$ cat src/rtl/mem_port_arbiter_if.sv
// Bundle of fetch, load/store and memory-port signals for mem_port_arbiter.
// The arbiter takes the slave view; requesters and the array take master.
interface mem_port_arbiter_if #(
    parameter int unsigned AW = 32,
    parameter int unsigned DW = 32
);
    logic          if_req;
    logic [AW-1:0] if_addr;
    logic          if_accept;
    logic          if_stall;
    logic          if_resp_valid;
    logic [DW-1:0] if_rdata;

    logic          ls_req;
    logic          ls_rw;
    logic [AW-1:0] ls_addr;
    logic [DW-1:0] ls_wdata;
    logic [3:0]    ls_id;
    logic          ls_accept;
    logic          ls_stall;
    logic          ls_resp_valid;
    logic [DW-1:0] ls_rdata;
    logic [3:0]    ls_id_out;

    logic          mem_en;
    logic          mem_we;
    logic [AW-1:0] mem_addr;
    logic [DW-1:0] mem_wdata;
    logic [DW-1:0] mem_rdata;

    modport slave (
        input  if_req, if_addr,
        output if_accept, if_stall, if_resp_valid, if_rdata,
        input  ls_req, ls_rw, ls_addr, ls_wdata, ls_id,
        output ls_accept, ls_stall, ls_resp_valid, ls_rdata, ls_id_out,
        output mem_en, mem_we, mem_addr, mem_wdata,
        input  mem_rdata
    );

    modport master (
        output if_req, if_addr,
        input  if_accept, if_stall, if_resp_valid, if_rdata,
        output ls_req, ls_rw, ls_addr, ls_wdata, ls_id,
        input  ls_accept, ls_stall, ls_resp_valid, ls_rdata, ls_id_out,
        input  mem_en, mem_we, mem_addr, mem_wdata,
        output mem_rdata
    );
endinterface

$ cat src/rtl/mem_port_arbiter.sv
// Shares one single-ported memory between fetch and the LSQ for LATENCY cycles per request.
// Define ARB_LS_PRIORITY_EN to make LS win every tie instead of round-robin.
module mem_port_arbiter #(
    parameter int unsigned LATENCY = 2,
    parameter int unsigned AW      = 32,
    parameter int unsigned DW      = 32
) (
    input  logic                clk,
    input  logic                rst,
    mem_port_arbiter_if.slave   bus
);
    localparam logic [0:0] IDLE     = 1'b0;
    localparam logic [0:0] WAIT     = 1'b1;
    localparam logic       SRC_IF   = 1'b0;
    localparam logic       SRC_LS   = 1'b1;
    localparam logic [3:0] CNT_INIT = 4'(LATENCY - 1);

    logic [0:0]    state_q, state_d;
    logic [3:0]    cnt_q, cnt_d;
    logic          src_q, src_d;
    logic          rw_q, rw_d;
    logic [AW-1:0] addr_q, addr_d;
    logic [DW-1:0] wdata_q, wdata_d;
    logic [3:0]    id_q, id_d;
    logic          if_rv_q, if_rv_d;
    logic          ls_rv_q, ls_rv_d;
    logic [DW-1:0] if_rdata_q, if_rdata_d;
    logic [DW-1:0] ls_rdata_q, ls_rdata_d;
    logic [3:0]    ls_id_q, ls_id_d;

    logic          gnt_if;
    logic          gnt_ls;
    logic          idle;
    logic          done;

    assign idle = (state_q == IDLE) && !rst;
    assign done = (state_q == WAIT) && (cnt_q == 4'd0);

`ifdef ARB_LS_PRIORITY_EN
    // Fixed priority: LS always takes the port on a tie.
    always_comb begin
        gnt_ls = idle && bus.ls_req;
        gnt_if = idle && bus.if_req && !bus.ls_req;
    end
`else
    logic rr_last_q, rr_last_d;

    // Round-robin grant: on a tie the loser of the previous tie wins.
    always_comb begin
        gnt_if    = 1'b0;
        gnt_ls    = 1'b0;
        rr_last_d = rr_last_q;
        if (idle) begin
            if (bus.if_req && bus.ls_req) begin
                gnt_ls    = (rr_last_q == SRC_IF);
                gnt_if    = !gnt_ls;
                rr_last_d = gnt_ls ? SRC_LS : SRC_IF;
            end else begin
                gnt_if = bus.if_req;
                gnt_ls = bus.ls_req;
            end
        end
    end

    // Tie history; starts at IF so the first tie goes to LS.
    always_ff @(posedge clk or posedge rst) begin
        if (rst) begin
            rr_last_q <= SRC_IF;
        end else begin
            rr_last_q <= rr_last_d;
        end
    end
`endif

    // Next-state: latch the winner in IDLE, count down and respond in WAIT.
    always_comb begin
        state_d    = state_q;
        cnt_d      = cnt_q;
        src_d      = src_q;
        rw_d       = rw_q;
        addr_d     = addr_q;
        wdata_d    = wdata_q;
        id_d       = id_q;
        if_rv_d    = 1'b0;
        ls_rv_d    = 1'b0;
        if_rdata_d = if_rdata_q;
        ls_rdata_d = ls_rdata_q;
        ls_id_d    = ls_id_q;
        unique case (state_q)
            IDLE: begin
                if (gnt_if || gnt_ls) begin
                    state_d = WAIT;
                    cnt_d   = CNT_INIT;
                    src_d   = gnt_ls ? SRC_LS : SRC_IF;
                    rw_d    = gnt_ls && bus.ls_rw;
                    addr_d  = gnt_ls ? bus.ls_addr : bus.if_addr;
                    wdata_d = gnt_ls ? bus.ls_wdata : '0;
                    id_d    = gnt_ls ? bus.ls_id : 4'd0;
                end
            end
            WAIT: begin
                if (cnt_q == 4'd0) begin
                    state_d = IDLE;
                    if (src_q == SRC_LS) begin
                        ls_rv_d    = 1'b1;
                        ls_rdata_d = rw_q ? '0 : bus.mem_rdata;
                        ls_id_d    = id_q;
                    end else begin
                        if_rv_d    = 1'b1;
                        if_rdata_d = bus.mem_rdata;
                    end
                end else begin
                    cnt_d = cnt_q - 4'd1;
                end
            end
            default: state_d = IDLE;
        endcase
    end

    // State and datapath registers; reset drops any in-flight request.
    always_ff @(posedge clk or posedge rst) begin
        if (rst) begin
            state_q    <= IDLE;
            cnt_q      <= 4'd0;
            src_q      <= SRC_IF;
            rw_q       <= 1'b0;
            addr_q     <= '0;
            wdata_q    <= '0;
            id_q       <= 4'd0;
            if_rv_q    <= 1'b0;
            ls_rv_q    <= 1'b0;
            if_rdata_q <= '0;
            ls_rdata_q <= '0;
            ls_id_q    <= 4'd0;
        end else begin
            state_q    <= state_d;
            cnt_q      <= cnt_d;
            src_q      <= src_d;
            rw_q       <= rw_d;
            addr_q     <= addr_d;
            wdata_q    <= wdata_d;
            id_q       <= id_d;
            if_rv_q    <= if_rv_d;
            ls_rv_q    <= ls_rv_d;
            if_rdata_q <= if_rdata_d;
            ls_rdata_q <= ls_rdata_d;
            ls_id_q    <= ls_id_d;
        end
    end

    assign bus.if_accept     = gnt_if;
    assign bus.if_stall      = bus.if_req && !gnt_if;
    assign bus.if_resp_valid = if_rv_q;
    assign bus.if_rdata      = if_rdata_q;
    assign bus.ls_accept     = gnt_ls;
    assign bus.ls_stall      = bus.ls_req && !gnt_ls;
    assign bus.ls_resp_valid = ls_rv_q;
    assign bus.ls_rdata      = ls_rdata_q;
    assign bus.ls_id_out     = ls_id_q;
    assign bus.mem_en        = (state_q == WAIT);
    assign bus.mem_we        = done && rw_q;
    assign bus.mem_addr      = addr_q;
    assign bus.mem_wdata     = wdata_q;
endmodule

$ cat src/flat_wrapper.sv
// flat-port wrapper written by rule: the top's interface ports become plain ports
module mem_port_arbiter_flat 
#(
    parameter int unsigned LATENCY = 2,
    parameter int unsigned AW      = 32,
    parameter int unsigned DW      = 32
)
  (clk, rst, bus_if_req, bus_if_addr, bus_if_accept, bus_if_stall, bus_if_resp_valid, bus_if_rdata, bus_ls_req, bus_ls_rw, bus_ls_addr, bus_ls_wdata, bus_ls_id, bus_ls_accept, bus_ls_stall, bus_ls_resp_valid, bus_ls_rdata, bus_ls_id_out, bus_mem_en, bus_mem_we, bus_mem_addr, bus_mem_wdata, bus_mem_rdata);
  mem_port_arbiter_if #(.AW(AW), .DW(DW)) bus_i ();
  input  logic clk;
  input  logic rst;
  input wire logic [$bits(bus_i.if_req)-1:0] bus_if_req;
  input wire logic [$bits(bus_i.if_addr)-1:0] bus_if_addr;
  output wire logic [$bits(bus_i.if_accept)-1:0] bus_if_accept;
  output wire logic [$bits(bus_i.if_stall)-1:0] bus_if_stall;
  output wire logic [$bits(bus_i.if_resp_valid)-1:0] bus_if_resp_valid;
  output wire logic [$bits(bus_i.if_rdata)-1:0] bus_if_rdata;
  input wire logic [$bits(bus_i.ls_req)-1:0] bus_ls_req;
  input wire logic [$bits(bus_i.ls_rw)-1:0] bus_ls_rw;
  input wire logic [$bits(bus_i.ls_addr)-1:0] bus_ls_addr;
  input wire logic [$bits(bus_i.ls_wdata)-1:0] bus_ls_wdata;
  input wire logic [$bits(bus_i.ls_id)-1:0] bus_ls_id;
  output wire logic [$bits(bus_i.ls_accept)-1:0] bus_ls_accept;
  output wire logic [$bits(bus_i.ls_stall)-1:0] bus_ls_stall;
  output wire logic [$bits(bus_i.ls_resp_valid)-1:0] bus_ls_resp_valid;
  output wire logic [$bits(bus_i.ls_rdata)-1:0] bus_ls_rdata;
  output wire logic [$bits(bus_i.ls_id_out)-1:0] bus_ls_id_out;
  output wire logic [$bits(bus_i.mem_en)-1:0] bus_mem_en;
  output wire logic [$bits(bus_i.mem_we)-1:0] bus_mem_we;
  output wire logic [$bits(bus_i.mem_addr)-1:0] bus_mem_addr;
  output wire logic [$bits(bus_i.mem_wdata)-1:0] bus_mem_wdata;
  input wire logic [$bits(bus_i.mem_rdata)-1:0] bus_mem_rdata;
  assign bus_i.if_req = bus_if_req;
  assign bus_i.if_addr = bus_if_addr;
  assign bus_if_accept = bus_i.if_accept;
  assign bus_if_stall = bus_i.if_stall;
  assign bus_if_resp_valid = bus_i.if_resp_valid;
  assign bus_if_rdata = bus_i.if_rdata;
  assign bus_i.ls_req = bus_ls_req;
  assign bus_i.ls_rw = bus_ls_rw;
  assign bus_i.ls_addr = bus_ls_addr;
  assign bus_i.ls_wdata = bus_ls_wdata;
  assign bus_i.ls_id = bus_ls_id;
  assign bus_ls_accept = bus_i.ls_accept;
  assign bus_ls_stall = bus_i.ls_stall;
  assign bus_ls_resp_valid = bus_i.ls_resp_valid;
  assign bus_ls_rdata = bus_i.ls_rdata;
  assign bus_ls_id_out = bus_i.ls_id_out;
  assign bus_mem_en = bus_i.mem_en;
  assign bus_mem_we = bus_i.mem_we;
  assign bus_mem_addr = bus_i.mem_addr;
  assign bus_mem_wdata = bus_i.mem_wdata;
  assign bus_i.mem_rdata = bus_mem_rdata;
  mem_port_arbiter #(.LATENCY(LATENCY), .AW(AW), .DW(DW)) u_core (.clk(clk), .rst(rst), .bus(bus_i));
endmodule
$ cat config.mk
export PLATFORM = sky130hd
export DESIGN_NAME = mem_port_arbiter_flat
export DESIGN_NICKNAME = d
export VERILOG_FILES = /design/src/rtl/mem_port_arbiter_if.sv /design/src/rtl/mem_port_arbiter.sv /design/src/flat_wrapper.sv
export SDC_FILE = /design/constraint.sdc
export NUM_CORES = 1
export LEC_CHECK = 0
export ABC_CLOCK_PERIOD_IN_PS = 4250
export CELL_PAD_IN_SITES_DETAIL_PLACEMENT = 1
export CELL_PAD_IN_SITES_GLOBAL_PLACEMENT = 1
export CORE_ASPECT_RATIO = 0.9
export CORE_MARGIN = 10
export CORE_UTILIZATION = 30
export CTS_BUF_LIST = sky130_fd_sc_hd__clkbuf_8
export CTS_CLUSTER_SIZE = 10
export DETAILED_ROUTE_END_ITERATION = 12
export PLACE_DENSITY_LB_ADDON = 0.1
export SLEW_MARGIN = 20
export SYNTH_ARGS = -nofsm -noshare
export SYNTH_HDL_FRONTEND = slang
export SYNTH_SLANG_ARGS = --single-unit
$ cat constraint.sdc
create_clock -name clk -period 4.25 [get_ports clk]
set_input_delay 0.425 -clock clk [delete_from_list [all_inputs] [get_ports clk]]
set_output_delay 0.425 -clock clk [all_outputs]
set_load 0.02 [all_outputs]
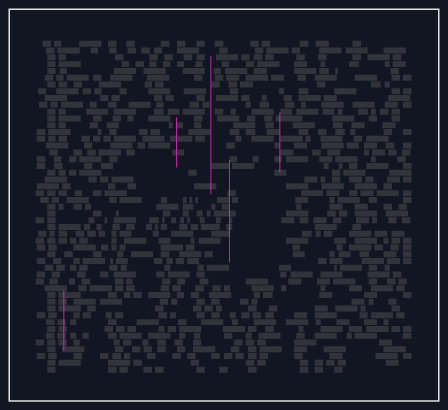
(images/layer_met4.png)
Cells faint in the background.
longest straight run	55.1 um
wire length on this layer	163 um
nets with wire on the layer	3
main direction	vertical

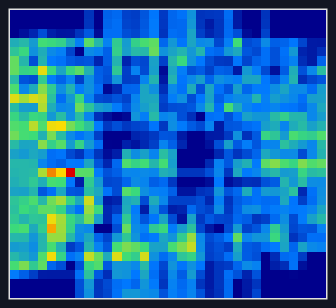
(images/metal_density.png)
The die is cut into 34 by 31 equal tiles; dark blue is low, red is high, scaled to the fullest tile. Values are wire area over tile area, all layers added.
densest ninth of the die	middle left
tiles over half the peak	8.4%
nearly empty tiles	11%
mean over tiles	0.13
fullest tile	0.51
Total Routed Length: 21.0 mm
number of vias after detailed routing: 4625

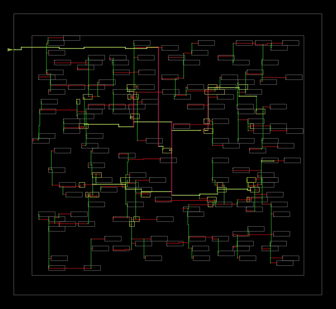
(images/clocks.png)
number of buffers created by CTS: 17
insertion delay of the later-clocked pin in the worst-skew pair: 450 ps

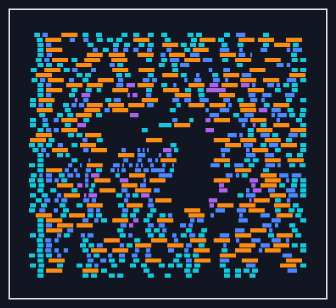
(images/placement_by_type.png)
colour	class	cells
blue	combinational and other logic	241
cyan	other buffers and delay cells	286
purple	clock drivers and dummy loads	31
orange	flops	146

==> impl_metrics.ini <==
; generated from flow reports
[yosys]
synth-compound-area-share_pct = 15.2
syn-cell-area_um2 = 6190
dominantRegCellSynth = dfrtp_1

[clock_network]
h_tree_lvl_count = 4
clkTransAtPathRegs_ps = 80

[global_routing]
grt_start_max_net_pins = 71

[status]
status = finished clean

[sta]
min_period_over_period_pct = 71.0
setup_viol = 0
transition_at_the_pin_with_the_smallest_max_transition_slack_ps = 946
setup_skew_ps = 18.0
finalCriticalPeriod_ps = 3020

[power_and_ir_drop]
comb-power_mw = 3.79
pg_clk_mw = 1.02
power_frac_clock_pct = 14.0
internal-power_mw = 4.54
power_leader = combinational logic
vdd_ir_drop_max_mv = 0.323

[floorplan]
fp-utilization_pct = 30.7
die_x_um = 171

[finish]
drive_gt1_share_pct = 15.5
num-nets-final = 830

[placement]
io_buffer_count = 276

[critical_path]
critical_path.top_delay_family = buffers and inverters
[worst reg2reg max path, delay by kind of cell, from the launching register on]
kind,cells,cell delay (ps)
multiplexers,1,640
adder cells (fa/ha/maj),1,290
flip-flops,1,420
AND/OR/NAND/NOR,1,760
buffers and inverters,1,70
[layout make-up]
class                           instances  share of cell area [%]
Sequential cell                       146                    38.4
Timing Repair Buffer                  286                    30.0
Multi-Input combinational cell        236                    24.2
Tap cell                              255                    3.36
Clock buffer                           17                    2.46
Clock inverter                         14                    1.25
Inverter                                5                   0.237
Antenna cell                            1                  0.0263
[per-stage QoR]
stage,instances,utilization [%],setup WS (ps),power (mW)
detailed placement,928,45.4,1250,6.36
CTS,959,47.1,1160,7.43
global route,960,47.1,1050,7.76
finish,960,47.1,1230,7.30
global placement,928,45.4,1250,6.29
floorplan,420,-,1990,4.52
No activity file was given, so power comes from the tool's default toggle rates.
